[src/rtl/hazard_pkg.sv]
// Shared types for the pipeline hazard controller: FSM states, scoreboard entry
// layout and width helpers.
package hazard_pkg;

    // Entry index fields are stored at a fixed width; unused upper bits stay zero.
    localparam int IDX_W = 8;

    typedef enum logic [1:0] {
        RUN,
        DRAIN,
        HALTED
    } hz_state_t;

    typedef struct packed {
        logic             vld;
        logic             wr;
        logic [IDX_W-1:0] rd;
        logic             load;
        logic [IDX_W-1:0] rs;
        logic [IDX_W-1:0] rt;
        logic             rs_used;
        logic             rt_used;
    } sb_entry_t;

    function automatic int sel_width(input int stages);
        return $clog2(stages);
    endfunction

    function automatic int cnt_width(input int stages);
        return $clog2(stages + 1);
    endfunction

endpackage

[src/rtl/hz_src_match.sv]
// Compares one ID source and one EX source against every scoreboard entry,
// producing a stall request for ID and a forwarding select for EX.
module hz_src_match
    import hazard_pkg::*;
#(
    parameter int STAGES   = 3,
    parameter int LOAD_RDY = 2,
    parameter int ALU_RDY  = 1,
    parameter int SW       = 2
) (
    input  sb_entry_t        sb [STAGES],
    input  logic [IDX_W-1:0] id_src,
    input  logic             id_used,
    input  logic [IDX_W-1:0] ex_src,
    input  logic             ex_used,
    output logic             stall_req,
    output logic [SW-1:0]    fwd_sel
);

    logic [STAGES-1:0] id_hit;
    logic [STAGES-1:0] early;
    logic [STAGES-1:1] ex_hit;
    logic [STAGES-1:1] ready;

    generate
        for (genvar gi = 0; gi < STAGES; gi++) begin : g_ent
            // A writer in entry gi reaches entry gi+1 when the ID reader enters EX.
            localparam logic LOAD_EARLY = ((gi + 1) < LOAD_RDY);
            localparam logic ALU_EARLY  = ((gi + 1) < ALU_RDY);
            logic writes;

            assign writes      = sb[gi].vld & sb[gi].wr & (sb[gi].rd != '0);
            assign id_hit[gi]  = writes & id_used & (sb[gi].rd == id_src);
            assign early[gi]   = sb[gi].load ? LOAD_EARLY : ALU_EARLY;

            if (gi > 0) begin : g_fwd
                localparam logic LOAD_READY = (gi >= LOAD_RDY);
                localparam logic ALU_READY  = (gi >= ALU_RDY);
                assign ex_hit[gi] = writes & ex_used & (sb[gi].rd == ex_src);
                assign ready[gi]  = sb[gi].load ? LOAD_READY : ALU_READY;
            end
        end
    endgenerate

    assign stall_req = |(id_hit & early);

    // Only the youngest writer holds the current value of the register.
    always_comb begin
        logic found;
        fwd_sel = '0;
        found   = 1'b0;
        for (int k = 1; k < STAGES; k++) begin
            if (!found && ex_hit[k]) begin
                found = 1'b1;
                if (ready[k]) begin
                    fwd_sel = SW'(k);
                end
            end
        end
    end

endmodule

[src/rtl/pipe_hazard_ctrl.sv]
// Scoreboard-based hazard controller for the in-order pipeline: stall, flush,
// forwarding selects and the HLT drain sequence.
module pipe_hazard_ctrl
    import hazard_pkg::*;
#(
    parameter  int REG_W    = 4,
    parameter  int STAGES   = 3,
    parameter  int LOAD_RDY = 2,
    parameter  int ALU_RDY  = 1,
    localparam int SW       = sel_width(STAGES)
) (
    input  logic             clk,
    input  logic             rst_n,
    input  logic             id_valid,
    input  logic [REG_W-1:0] id_rs,
    input  logic [REG_W-1:0] id_rt,
    input  logic             id_rs_used,
    input  logic             id_rt_used,
    input  logic [REG_W-1:0] id_rd,
    input  logic             id_wr,
    input  logic             id_load,
    input  logic             id_hlt,
    input  logic             ex_br_taken,
    output logic             pc_write,
    output logic             if_id_write,
    output logic             if_id_flush,
    output logic             id_ex_bubble,
    output logic [SW-1:0]    fwd_rs_sel,
    output logic [SW-1:0]    fwd_rt_sel,
    output logic             hlt
);

    localparam int CW = cnt_width(STAGES);

    sb_entry_t     sb_reg [STAGES];
    sb_entry_t     id_entry;
    hz_state_t     state_reg, state_next;
    logic [CW-1:0] cnt_reg, cnt_next;
    logic          rs_stall, rt_stall, stall;

    always_comb begin
        id_entry         = '0;
        id_entry.vld     = id_valid & ~id_ex_bubble;
        id_entry.wr      = id_wr;
        id_entry.rd      = IDX_W'(id_rd);
        id_entry.load    = id_load;
        id_entry.rs      = IDX_W'(id_rs);
        id_entry.rt      = IDX_W'(id_rt);
        id_entry.rs_used = id_rs_used;
        id_entry.rt_used = id_rt_used;
        if (!id_entry.vld) begin
            id_entry = '0;
        end
    end

    generate
        for (genvar gi = 0; gi < STAGES; gi++) begin : g_sb
            always_ff @(posedge clk or negedge rst_n) begin
                if (!rst_n) begin
                    sb_reg[gi] <= '0;
                end else if (gi == 0) begin
                    sb_reg[gi] <= id_entry;
                end else begin
                    sb_reg[gi] <= sb_reg[(gi > 0) ? gi - 1 : 0];
                end
            end
        end
    endgenerate

    hz_src_match #(
        .STAGES  (STAGES),
        .LOAD_RDY(LOAD_RDY),
        .ALU_RDY (ALU_RDY),
        .SW      (SW)
    ) u_rs_match (
        .sb       (sb_reg),
        .id_src   (IDX_W'(id_rs)),
        .id_used  (id_rs_used),
        .ex_src   (sb_reg[0].rs),
        .ex_used  (sb_reg[0].vld & sb_reg[0].rs_used),
        .stall_req(rs_stall),
        .fwd_sel  (fwd_rs_sel)
    );

    hz_src_match #(
        .STAGES  (STAGES),
        .LOAD_RDY(LOAD_RDY),
        .ALU_RDY (ALU_RDY),
        .SW      (SW)
    ) u_rt_match (
        .sb       (sb_reg),
        .id_src   (IDX_W'(id_rt)),
        .id_used  (id_rt_used),
        .ex_src   (sb_reg[0].rt),
        .ex_used  (sb_reg[0].vld & sb_reg[0].rt_used),
        .stall_req(rt_stall),
        .fwd_sel  (fwd_rt_sel)
    );

    assign stall = id_valid & (rs_stall | rt_stall);

    always_ff @(posedge clk or negedge rst_n) begin
        if (!rst_n) begin
            state_reg <= RUN;
            cnt_reg   <= '0;
        end else begin
            state_reg <= state_next;
            cnt_reg   <= cnt_next;
        end
    end

    always_comb begin
        state_next   = state_reg;
        cnt_next     = cnt_reg;
        pc_write     = 1'b1;
        if_id_write  = 1'b1;
        if_id_flush  = 1'b0;
        id_ex_bubble = 1'b0;
        hlt          = 1'b0;
        case (state_reg)
            RUN: begin
                // A taken branch wins over both a pending stall and a HLT in ID.
                if (ex_br_taken) begin
                    if_id_flush  = 1'b1;
                    id_ex_bubble = 1'b1;
                end else if (stall) begin
                    pc_write     = 1'b0;
                    if_id_write  = 1'b0;
                    id_ex_bubble = 1'b1;
                end else if (id_valid && id_hlt) begin
                    state_next = DRAIN;
                    cnt_next   = CW'(STAGES);
                end
            end
            DRAIN: begin
                pc_write     = 1'b0;
                if_id_write  = 1'b0;
                id_ex_bubble = 1'b1;
                cnt_next     = cnt_reg - CW'(1);
                if (cnt_reg == CW'(1)) begin
                    state_next = HALTED;
                end
            end
            HALTED: begin
                hlt          = 1'b1;
                pc_write     = 1'b0;
                if_id_write  = 1'b0;
                id_ex_bubble = 1'b1;
            end
            default: begin
                state_next = RUN;
            end
        endcase
    end

endmodule
[config.mk]
export PLATFORM = sky130hd
export DESIGN_NAME = pipe_hazard_ctrl
export DESIGN_NICKNAME = d
export VERILOG_FILES = /design/src/rtl/hazard_pkg.sv /design/src/rtl/hz_src_match.sv /design/src/rtl/pipe_hazard_ctrl.sv
export SDC_FILE = /design/constraint.sdc
export NUM_CORES = 1
export LEC_CHECK = 0
export ABC_AREA = 1
export CAP_MARGIN = 15
export CELL_PAD_IN_SITES_DETAIL_PLACEMENT = 0
export CELL_PAD_IN_SITES_GLOBAL_PLACEMENT = 2
export CORE_MARGIN = 3
export CORE_UTILIZATION = 32
export CTS_BUF_LIST = sky130_fd_sc_hd__clkbuf_2
export DETAILED_ROUTE_END_ITERATION = 8
export GPL_TIMING_DRIVEN = 0
export MAX_ROUTING_LAYER = met4
export PLACE_DENSITY_LB_ADDON = 0.1
export SYNTH_ARGS = -nofsm -noshare
export SYNTH_HDL_FRONTEND = slang
export SYNTH_HIERARCHICAL = 1
export SYNTH_SLANG_ARGS = --single-unit
export TNS_END_PERCENT = 100
[constraint.sdc]
create_clock -name clk -period 1.55 [get_ports clk]
set_input_delay 0.155 -clock clk [delete_from_list [all_inputs] [get_ports clk]]
set_output_delay 0.155 -clock clk [all_outputs]
set_load 0.02 [all_outputs]
**Floorplan with the power grid**

The bar under the picture is 20 um long. Pins as bars on the die edge.
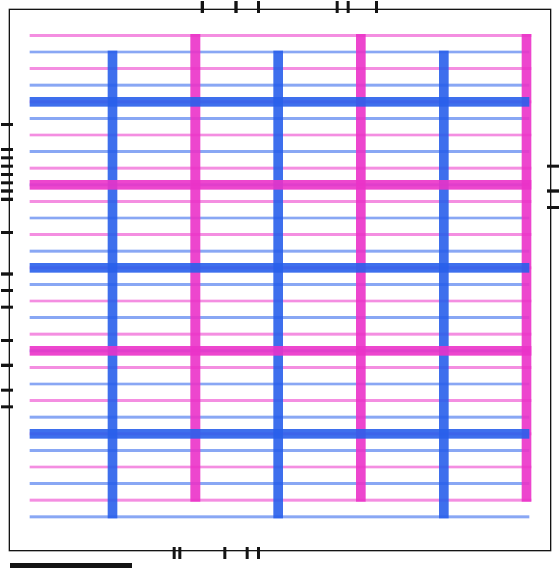
VSS: shown in blue. VDD: shown in magenta.
6 straps on met4. The core has 29 rows. 30 met1 rails follow the rows. 5 straps on met5. 30 signal pins sit on the boundary.
Max VDD drop: 1.16 mV
Die Span X: 88.5 um
Chip Height: 88.5 um
core box area: 0.00646 mm2

**Cells colored by class**

The bar under the picture is 20 um long.
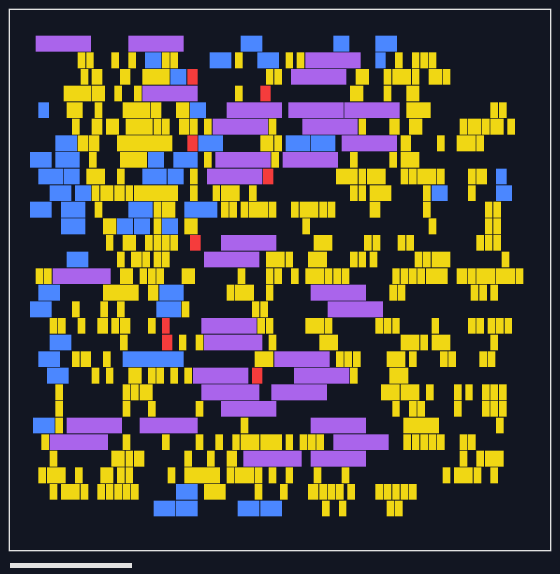
clock drivers and dummy loads: shown in red, cells 8. combinational and other logic: shown in yellow, cells 345. remaining buffers and delay cells: shown in blue, cells 50. sequential cells: shown in purple, cells 34.
post-layout util: 0.493
Finished Cell Area: 0.00318 mm2

==> impl_metrics.tcl <==
# metrics dict for downstream scripts
set metrics [dict create \
    status "finished, violations left" \
    violations "negative setup slack" \
    slew_headroom 0.510 \
    yosys_warnings 6 \
    ant_nets 0 \
    clock_sinks 34 \
    fin_skew_ps 12.1 \
    fmax_mhz 472 \
    syn_avg_cell_area_um2 7.11 \
    first_global_vias 1845 \
    critPathLaunchType "flop" \
    power_density_mw_per_mm2 1270 \
    setup_viol 29 \
    p_sw_frac 0.402 \
    dpl_cell_area_mm2 0.00285 \
    cp.required_ps 1390 \
    cp-end-kind "output port" \
    drive_gt1_frac 0.172 \
    p_leak_nw 1.69 \
    firstDrtPassIters 4 \
    p_sw_mw 1.63 \
    power_mw 4.05 \
    hp-class "in2reg" \
    diodes 0 \
    track_usage 0.137 \
    rsz0062_at_grt "yes" \
    slowest_delay_ps 500 \
    antenna_found_initial 0 \
    netlist_area_mm2 0.00218 \
    preCtsSetupSlack_ps -882 \
    worstSetupPathType "reg2out" \
    cts.path.max_buffers 2 \
    clkPwrFrac 0.101 \
    warning_count 33 \
    layout_setup_ws_ps -569 \
    insertion_delay_ps 370 \
    fin_crit_sh 1.37 \
    largest_reg_flops 30 \
]
-- worst min-delay path, delay by kind of cell --
family | cells | cell delay (ps)
buffers and inverters | 2 | 450
AND/OR/NAND/NOR | 1 | 40
-- per-stage QoR --
step	TNS (ps)	hold slack, ps	instances
floorplan	-82.3	-141	381
global placement	-28990	378	487
detailed placement	-14760	275	487
CTS	-11730	248	512
global route	-15010	240	514
finish	-10650	266	514
-- layout make-up --
class	instances	area (um2)	area share
buffer	2	22.5	0.00708
clock buffer	6	30.0	0.00944
clock inverter	2	8.76	0.00275
inverter	52	195	0.0613
multi-input combinational	293	1500	0.472
sequential	34	858	0.270
tap	77	96.3	0.0303
timing repair buffer	48	468	0.147
-- power groups by stage --
| stage | combinational [mW] | clock (mW) | sequential, mW |
|---|---|---|---|
| floorplan | 1.14 | 0 | 1.36 |
| global placement | 1.54 | 0 | 1.45 |
| detailed placement | 1.55 | 0 | 1.45 |
| CTS | 2.08 | 0.427 | 1.44 |
| global route | 2.48 | 0.472 | 1.48 |
| finish | 2.21 | 0.409 | 1.43 |
-- what timing repair did --
action                                 CTS  global route
gates cloned                             1             0
buffers inserted                        15             7
endpoints found under the hold margin   34             0
hold buffers                             1             0
resized                                 83            14
pin swaps                               16            13
setup endpoints to repair               30            29
-- layer usage --
layer	routed length [um]	up-vias	GRT usage
li1	-	1100	-
met1	2150	808	0.178
met2	2140	30	0.218
met3	176	7	0.0205
met4	78	0	0.0453
met5	0	-	-
-- path summary, 6_finish.rpt --
check                                      from  cells after the start                    to
setup / recovery           sb_reg[77]$_DFF_PN0_                     12           if_id_write
hold / removal                         id_rd[0]                      3  sb_reg[77]$_DFF_PN0_
setup reg to reg           sb_reg[77]$_DFF_PN0_                     16  sb_reg[76]$_DFF_PN0_
hold reg to reg            sb_reg[85]$_DFF_PN0_                      0  sb_reg[56]$_DFF_PN0_
max in group asynchronous                 rst_n                      2  sb_reg[48]$_DFF_PN0_
min in group asynchronous                 rst_n                      2  sb_reg[59]$_DFF_PN0_
Power figures rest on the tool's default switching activity, not on a simulated workload.
